$ cat src/rtl/riscv_issue_ctl.sv
// riscv_issue_ctl
//   Issue/interlock controller between decode and riscv_ex. It decides whether the
//   decoded instruction may enter EX this cycle, selects the operand-forwarding
//   source for the a/b muxes, and tracks outstanding loads in a register scoreboard
//   so that load-use hazards stall instead of reading stale data.
//
// Ports
//   rst, clk              asynchronous active-high reset, rising-edge clock
//   id_valid              decode presents an instruction
//   id_rs1/id_rs2         source registers, qualified by id_use_rs1/id_use_rs2
//   id_rd, id_is_load     destination register; instruction is a load
//   flush                 squash the current decode slot (branch redirect)
//   wb_valid, wb_rd       a load result returns this cycle for register wb_rd
//   issue                 instruction accepted into EX this cycle
//   stall                 decode must hold its instruction
//   fwd_a/fwd_b           operand source: 0 regfile, 1 EX result, 2 wb data
//   load_cnt              number of outstanding loads
//   busy                  loads outstanding or an instruction in EX
module riscv_issue_ctl #(
  parameter int unsigned MAX_LOADS = 4,
  parameter int unsigned CNT_W     = 3
) (
  input  logic             rst,
  input  logic             clk,
  input  logic             id_valid,
  input  logic [4:0]       id_rs1,
  input  logic [4:0]       id_rs2,
  input  logic             id_use_rs1,
  input  logic             id_use_rs2,
  input  logic [4:0]       id_rd,
  input  logic             id_is_load,
  input  logic             flush,
  input  logic             wb_valid,
  input  logic [4:0]       wb_rd,
  output logic             issue,
  output logic             stall,
  output logic [1:0]       fwd_a,
  output logic [1:0]       fwd_b,
  output logic [CNT_W-1:0] load_cnt,
  output logic             busy
);

  logic [31:0] pend;
  logic [31:0] pend_next;
  logic        ex_valid;
  logic [4:0]  ex_rd;
  logic        ex_load;
  logic        haz_a;
  logic        haz_b;
  logic        load_full;
  logic        cnt_inc;
  logic        cnt_dec;

  // Returns {hazard, fwd} for one source operand, applying the bypass priority:
  // ALU result in EX, load in EX, load returning this cycle, load still pending.
  function automatic logic [2:0] resolve(
    input logic        use_s,
    input logic [4:0]  s,
    input logic        ev,
    input logic        el,
    input logic [4:0]  erd,
    input logic [31:0] pnd,
    input logic        wv,
    input logic [4:0]  wrd
  );
    logic [2:0] r;
    r = '0;
    if (use_s && (s != 5'd0)) begin
      if (ev && !el && (erd == s))      r = 3'b001;
      else if (ev && el && (erd == s))  r = 3'b100;
      else if (pnd[s] && wv && (wrd == s)) r = 3'b010;
      else if (pnd[s])                  r = 3'b100;
      else                              r = 3'b000;
    end
    return r;
  endfunction

  always_comb begin
    {haz_a, fwd_a} = resolve(id_use_rs1, id_rs1, ex_valid, ex_load, ex_rd, pend, wb_valid, wb_rd);
    {haz_b, fwd_b} = resolve(id_use_rs2, id_rs2, ex_valid, ex_load, ex_rd, pend, wb_valid, wb_rd);
  end

  assign load_full = (load_cnt == CNT_W'(MAX_LOADS));
  assign stall     = id_valid && !flush && (haz_a || haz_b || (id_is_load && load_full));
  assign issue     = id_valid && !flush && !stall;
  assign busy      = (load_cnt != '0) || ex_valid;

  assign cnt_inc   = issue && id_is_load;
  // A return with nothing outstanding is ignored so the counter cannot wrap.
  assign cnt_dec   = wb_valid && (load_cnt != '0);

  // Clear on return first, then set on load issue, so a same-register
  // return and re-issue in one cycle leaves the entry pending.
  always_comb begin
    pend_next = pend;
    if (wb_valid)
      pend_next[wb_rd] = 1'b0;
    if (issue && id_is_load && (id_rd != 5'd0))
      pend_next[id_rd] = 1'b1;
    pend_next[0] = 1'b0;
  end

  always_ff @(posedge clk or posedge rst) begin
    if (rst) begin
      pend     <= '0;
      ex_valid <= 1'b0;
      ex_rd    <= '0;
      ex_load  <= 1'b0;
      load_cnt <= '0;
    end else begin
      pend     <= pend_next;
      ex_valid <= issue;
      if (issue) begin
        ex_rd   <= id_rd;
        ex_load <= id_is_load;
      end
      if (cnt_inc && !cnt_dec)
        load_cnt <= load_cnt + CNT_W'(1);
      else if (cnt_dec && !cnt_inc)
        load_cnt <= load_cnt - CNT_W'(1);
    end
  end

endmodule

$ cat config.mk
export PLATFORM = sky130hd
export DESIGN_NAME = riscv_issue_ctl
export DESIGN_NICKNAME = d
export VERILOG_FILES = /design/src/rtl/riscv_issue_ctl.sv
export SDC_FILE = /design/constraint.sdc
export NUM_CORES = 1
export LEC_CHECK = 0
export CAP_MARGIN = 0
export CORE_UTILIZATION = 45
export CTS_CLUSTER_DIAMETER = 100
export DETAILED_ROUTE_END_ITERATION = 12
export PLACE_DENSITY = 0.7
export SLEW_MARGIN = 20
export SYNTH_ARGS = -nofsm -noshare
export SYNTH_HDL_FRONTEND = slang
export SYNTH_SLANG_ARGS = --single-unit
$ cat constraint.sdc
create_clock -name clk -period 2.9 [get_ports clk]
set_clock_uncertainty 0.1 [all_clocks]
set_input_delay 0.29 -clock clk [delete_from_list [all_inputs] [get_ports clk]]
set_output_delay 0.29 -clock clk [all_outputs]
set_load 0.02 [all_outputs]
==> Slide: Implementation Results <==
Run Summary

Worst setup path
  – Worst r2r src: pend[1]
  – CP peak stage delay: 0.40 ns
  – Most frequent CP cell: xor2_1
  – Critical path class: flop to flop
  – Cell Chain, Critical Path: mux2_4 > a221o_1 > a311oi_2 > nor4_4 > a211oi_2 > nand2_2 > nor2_2 > ha_2 > inv_2 > fa_2 > xor2_1 > nor2_1 > xor2_1

Placement
  – Post-place setup slack: -0.757 ns

Detailed routing
  – DRC errors left: 0

GRT
  – GRT busiest layer: met2
  – GRT overflow: 0

Floorplanning
  – Chip Height: 82.1 microns
  – IO Pins: 38

Clock network
  – CTS tree: yes
  – Clock Sinks: 41

Layout
  – CLK BUF: 8
  – Register area: 1030 sq um
  – Inverter count: 5
  – Final Non-Filler Cells: 443

Timing
  – Final Hold Vio Count: 0
  – Fin worst setup slack: -0.0752 ns
  – Final setup violation count: 2

Run status
  – Outcome: finished with violations
  – Failing checks: setup timing

Logic synthesis
  – AND/OR/NAND/NOR Cells, Area Fraction: 0.153
  – Aoi share: 0.192
[power by group]
part	internal, W	leakage [nW]	switching (W)	total [W]
Sequential	0.000670	0.543	0.000129	0.000800
Clock	0.000171	0.0395	0.000187	0.000358
Combinational	0.000376	1.02	0.000332	0.000708
[repair_timing]
action	in CTS	in global routing
cloned	0	0
pin swaps	21	6
gates resized	45	1
setup endpoints to repair	12	5
setup buffers	13	1
[worst min-delay path by stage]
| stage | end |
|---|---|
| finish | load_cnt[2] |
| global route | load_cnt[0] |
| CTS | load_cnt[2] |
| detailed placement | pend[4] |
| global placement | pend[7] |
| floorplan | pend[28] |
[state kept, by name, indices dropped and copies added (netlist names)]
register and count:
ex_load 1, pend 31, ex_rd 5, ex_valid 1, load_cnt 3
### M2 wires

Cells faint in the background.
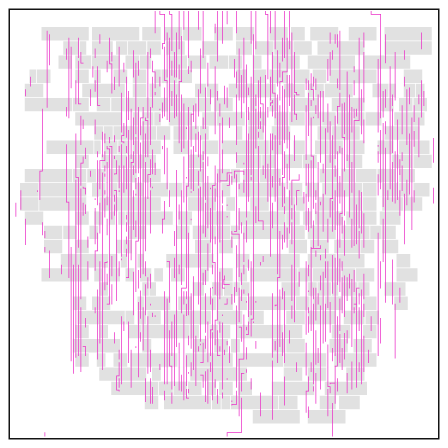
349 nets have wire on it. The longest straight run is 54.6 microns. The wires run mostly vertical. The layer carries 4180 microns of wire. The layer holds 46% of the routed length.

### Metal 1

Supply wires on this layer in gray. Cells faint in the background.
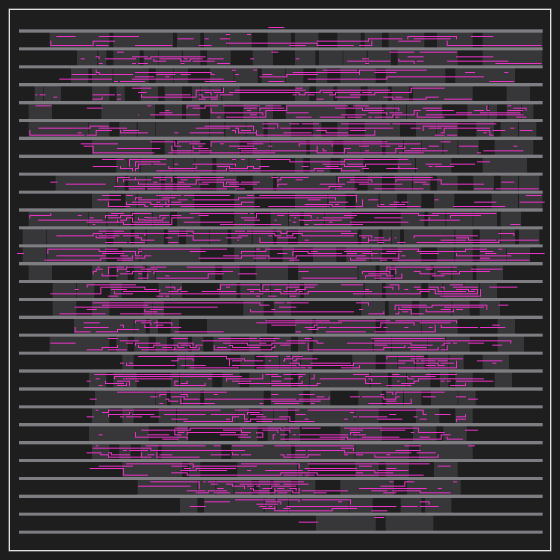
The longest straight run is 26.7 microns. The wires run mostly horizontal.

### Routing congestion map

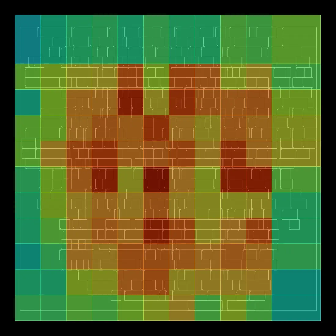
GRT met2 Usage: 0.453
routed length per instance: 20.4 microns

### Register map, names as in the netlist

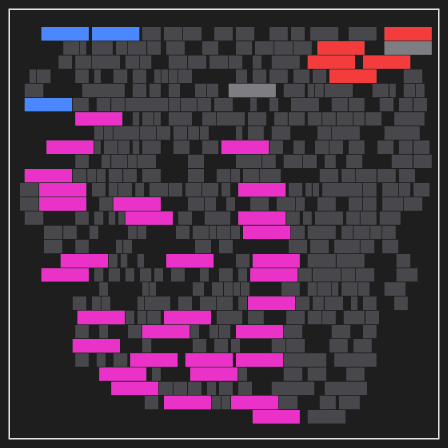
Blue stands for load_cnt, flops 3. Red stands for ex_rd, flops 5, where north-east. Magenta stands for pend, flops 31.
Another 2 sequential cells are not colored.

### Wires at chosen ports, followed through buffers

Bar = 20 microns.
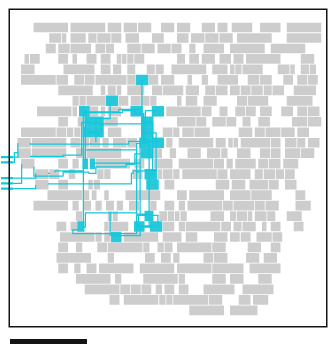
Cyan stands for wb_rd, direction input, end cells 23, buffers 9, wire 521 microns.

Power figures rest on the tool's default switching activity, not on a simulated workload.
